Fig. 1: run 1, clock routing
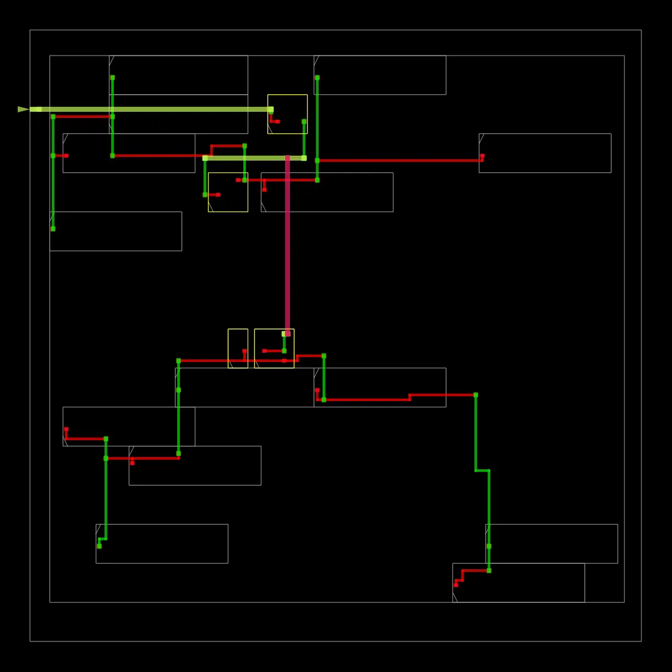
Fig. 2: run 1, metal layers overlaid
(6 px per µm) Two of the layers only.
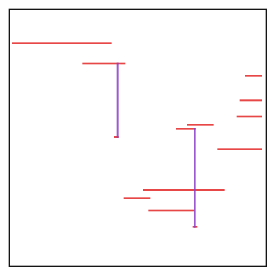
Fig. 3: run 1, selected gate families
(10 px per µm)
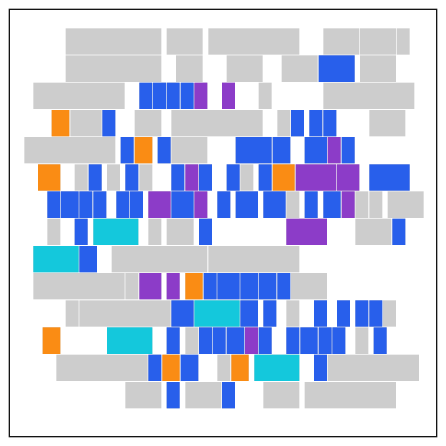
Fig. 4: run 1, clock network drawn from the DEF
(12 px per µm)
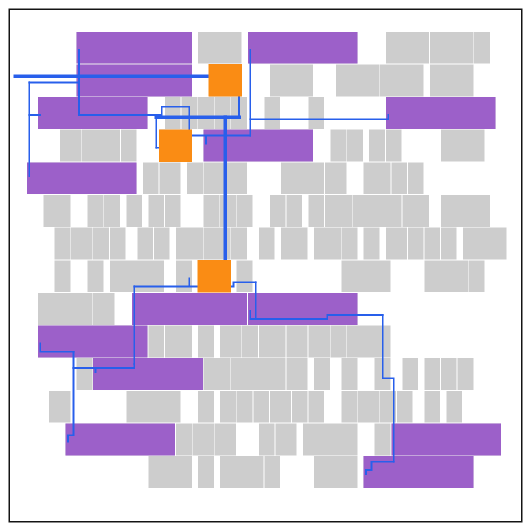
==> config.mk <==
export PLATFORM = sky130hd
export DESIGN_NAME = sequence_generator
export DESIGN_NICKNAME = d
export VERILOG_FILES = /design/src/rtl/sequence_generator_pkg.sv /design/src/rtl/sequence_symbol_rom.sv /design/src/rtl/sequence_generator.sv
export SDC_FILE = /design/constraint.sdc
export NUM_CORES = 1
export LEC_CHECK = 0
export ABC_AREA = 1
export CORE_MARGIN = 1
export CORE_UTILIZATION = 55
export DETAILED_ROUTE_END_ITERATION = 8
export PLACE_DENSITY_LB_ADDON = 0.3
export SLEW_MARGIN = 20
export SYNTH_ARGS = -nofsm -noshare
export SYNTH_HDL_FRONTEND = slang
export SYNTH_SLANG_ARGS = --single-unit
==> constraint.sdc <==
create_clock -name clk -period 2.44 [get_ports clk]
set_input_delay 0.732 -clock clk [delete_from_list [all_inputs] [get_ports clk]]
set_output_delay 0.732 -clock clk [all_outputs]
set_load 0.01 [all_outputs]
==> qor.txt, run 1 <==
Outcome: complete, no violations
Slew Limit Fails: 0
# hold bufs at CTS: 0
Longest Clk Path Bufs: 2
Post-Place Cell Area: 0.00106 mm²
Final Power: 1.16 mW
Post-layout nets: 157
Largest net degree at the start of global routing: 15
Chip Area, Yosys: 906 µm²
TritonRoute pass-1 iters: 5
Synth mux share: 0
Antenna violation net count after detailed routing: 0
CP endpoint kind: output port
Final setup violation count: 0
Static Leak: 0.569 nW
Post-synthesis cell type count: 20
Die W: 42.6 µm
Initial antenna violation count: 0
Adder share: 0.0691
Clock transition at path regs: 90 ps
Overflow after GRT: 0
Input/output buffers: 14
Top cell excl fill/tap: nand2_1
I/O pin total: 15
Compound Share, Synth: 0.0470
Post-Syn Area: 906 µm²
Ys cells: 125
TritonCTS sink count: 14
Top cell area share: 0.304
Crit path depth: 1
PwrDens: 1070 mW/mm²
Max reg flops: 4
Worst Path Buf+Inv: 1
Back to the opening pictures, Fig. 1:
worst skew pair latency: 280 ps
number of CTS-inserted buffers: 3
Layout Skew: 10.5 ps
flop count: 14
Power Clock: 139 µW

Back to the opening pictures, Fig. 2:
Key: M4 = purple [wire length 28.6 µm]; M3 = red [wire length 72.7 µm]
drt total wl: 1.89 mm
post-DR wirelength/cell: 12.0 µm
GRT Util Overall: 0.244

Back to the opening pictures, Fig. 3:
Key: aoi and oai cells = orange [cells 8]; nor cells = purple [cells 13]; nand cells = blue [cells 65]; fa/ha/maj cells = cyan [cells 5]
Comb area share: 0.439
Non-Filler Instances: 158

Back to the opening pictures, Fig. 4:
Key: clock-net drivers = orange [count 3]; clock wires = blue [length 168 µm]; flip-flops = purple [count 14]
There are 4 routed clock nets.
clock power share: 0.119

## run 1: synthesized netlist by cell type
cell type	number
nor2_1	8
dfstp_2	3
nor2_2	3
ha_1	5
nand3_2	2
o21ai_0	3
xor2_1	1
inv_1	18
nand2_1	46
nand2_4	1
nand4_1	3
nand2_2	3
buf_4	1
a21oi_1	1
nand3_1	10
dfrtp_1	11
a31oi_1	1
nor2_4	2
o22ai_1	1
o21ai_1	2
## run 1: metrics by stage
stage	util	hold WS (ps)	std cells
2_1_floorplan	-	458	125
3_3_place_gp	0.695	469	154
3_5_place_dp	0.695	464	154
4_1_cts	0.712	477	158
5_1_grt	0.712	516	158
6_report	0.712	481	158
## run 1: metal layers
layer  part of all wire  global-route usage  routed length [µm]  vias up
met5                  0                   0                   0        -
met4              0.015              0.0875                  28        0
met3              0.038              0.0431                  72        4
met2               0.49               0.378                 924       18
met1               0.46               0.341                 863      387
li1                   -                   -                   -      424
## run 1: logic make-up after synthesis
family | after synthesis
XOR/XNOR | 1
AND-OR/OR-AND | 8
flip-flops | 14
adder cells (fa/ha/maj) | 5
AND/OR/NAND/NOR | 78
buffers and inverters | 19
## run 1: where the power goes
group	internal, mW	switching (mW)
sequential	0.328	0.0784
combinational	0.252	0.366
clock	0.0634	0.0753
## run 1: area by class of cell
type	instances	area, µm²
multi-input cells	92	477
inverters	18	67.6
well taps	16	20.0
flip-flops and latches	14	354
fillers	129	439
clock buffers	4	26.3
repair buffers	14	140
==> run 2, diff against run 1 <==
==> constraint.sdc (replaced) <==
create_clock -name clk -period 2.44 [get_ports clk]
set_input_delay 0.488 -clock clk [delete_from_list [all_inputs] [get_ports clk]]
set_output_delay 0.488 -clock clk [all_outputs]
set_load 0.01 [all_outputs]
Fig. 5: run 2, metal layers overlaid
(6 px per µm) Two of the layers only.
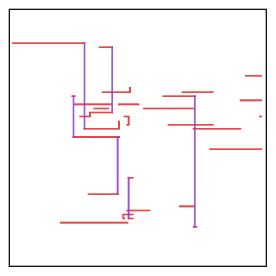
Key: M3 = red [wire length 128 µm]; M4 = purple [wire length 70.0 µm]
drt total wl: 1.91 mm
post-DR wirelength/cell: 12.1 µm
GRT Util Overall: 0.245
vias: 883

Fig. 6: run 2, pin map
(10 px per µm) Pins as bars across the die edge, other pins in gray.
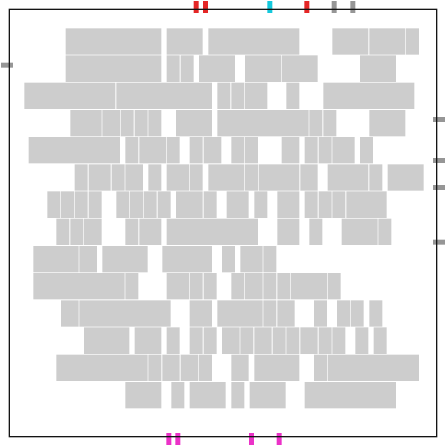
Key: data = red [pins 3, direction output, edge north]; repeat_count = magenta [pins 4, direction input, edge south]; data_ready = cyan [pins 1, direction input, edge north]
All pins by edge: 6 north, 4 east, 4 south, 1 west.
input/output buffers: 14
die height: 42.6 µm
Die W: 42.6 µm

==> run 2 against run 1 <==
Against the previous run:
- utilization increased by 0.66 points
- non-clock buffer count unchanged
- setup slack improved by 240 ps
- highest routed layer unchanged
- synthesized cell count unchanged
- via count increased by 6.0%
==> qor.txt, run 2 <==
Switching share of power: 0.440 (-0.00691)
Max reg flops: 4 (unchanged)
Final setup violation count: 0 (unchanged)
Post-synth regs: 14
P_int: 671 µW (+4.3%)
Number of CTS-inserted buffers: 3 (unchanged)
Synth mux share: 0 (unchanged)
Net Switching: 527 µW (+1.4%)
Post-layout nets: 157 (unchanged)
Sequential power share: 0.340 (-0.010)
# hold bufs at CTS: 0 (unchanged)
Top cell area share: 0.304 (unchanged)
PwrDens: 1090 mW/mm² (+2.1%)
Share of flip-flops with an asynchronous set or reset: 1.00 (unchanged)
Clock transition at path regs: 80 ps (about the same)
Longest Clk Path Bufs: 2 (unchanged)
Fin crit period: 1860 ps
Slew Limit Fails: 0 (unchanged)
Ys cells: 125 (unchanged)
CP endpoint kind: output port
Initial antenna violation count: 0 (unchanged)
Worst vdd ir: 0.000549 V
Worst skew pair latency: 290 ps (about the same)
Post-synthesis cell type count: 20 (unchanged)
I/O pin total: 15 (unchanged)
Flip-flops with a built-in enable: 0 (unchanged)
Startpoint Class: register
Top-count cell post-synth: nand2_1
Overflow after GRT: 0 (unchanged)
Die Size: 0.00181 mm²
Dominant logic cell types in the final layout: nand2_1 (46), inv_1 (18), clkdlybuf4s50_1 (14)
Outcome: complete, no violations
Final hold slack: 470 ps (-10.2 ps)
Worst Path Buf+Inv: 1 (unchanged)
TritonRoute pass-1 iters: 4 (-1)
Final period util: 0.761
Crit path depth: 1 (unchanged)
Slack of the critical path: 582 ps
Final Power: 1.20 mW (+3.0%)
Critical-path top delay cell: dfstp_2
TritonCTS sink count: 14 (unchanged)
Chip Area, Yosys: 906 µm² (unchanged)
Largest net degree at the start of global routing: 15 (unchanged)
Commonest cells in the netlist: nand2_1 (46), inv_1 (18), dfrtp_1 (11), nand3_1 (10), nor2_1 (8)
Antenna violation net count after detailed routing: 0 (unchanged)
Adder share: 0.0691 (unchanged)
Post-Place Cell Area: 0.00106 mm² (unchanged)
Compound Share, Synth: 0.0470 (unchanged)
Static Leak: 0.575 nW (+1.1%)
run 2: worst min-delay path, cell delays in order (launching register included):
cell	delay (ps)
dfstp_2	380
nand2_1	50
nand2_1	50
run 2: logic make-up after synthesis:
| kind of cell | after synthesis |
|---|---|
| and+or+nand+nor | 78 |
| buffers and inverters | 19 |
| adders and majority gates | 5 |
| xor gates and xnor gates | 1 |
| DFF | 14 |
| AOI/OAI and AO/OA | 8 |
run 2: power groups by stage:
stage	clock network, mW	logic, mW	registers (mW)
after floorplan	0	0.423	0.412
after global placement	0	0.599	0.405
after detailed placement	0	0.615	0.410
after CTS	0.171	0.621	0.407
after global routing	0.183	0.703	0.416
final	0.171	0.620	0.407
run 2: cell type report:
class,instances,area (µm²)
Clock buffer,4,36.3
Fill cell,120,429
Inverter,18,67.6
Multi-Input combinational cell,92,477
Sequential cell,14,354
Tap cell,16,20.0
Timing Repair Buffer,14,140
run 2: metal layers:
layer,GRT usage,wire [µm]
met5,0,0
met2,0.375,874
met3,0.0603,128
met1,0.310,842
met4,0.150,70
run 2: metrics by stage:
stage	cells	utilization
final	158	0.718
after global routing	158	0.718
after global placement	154	0.695
after floorplan	125	-
after detailed placement	154	0.695
after CTS	158	0.718
Power and IR drop assume default switching activity.
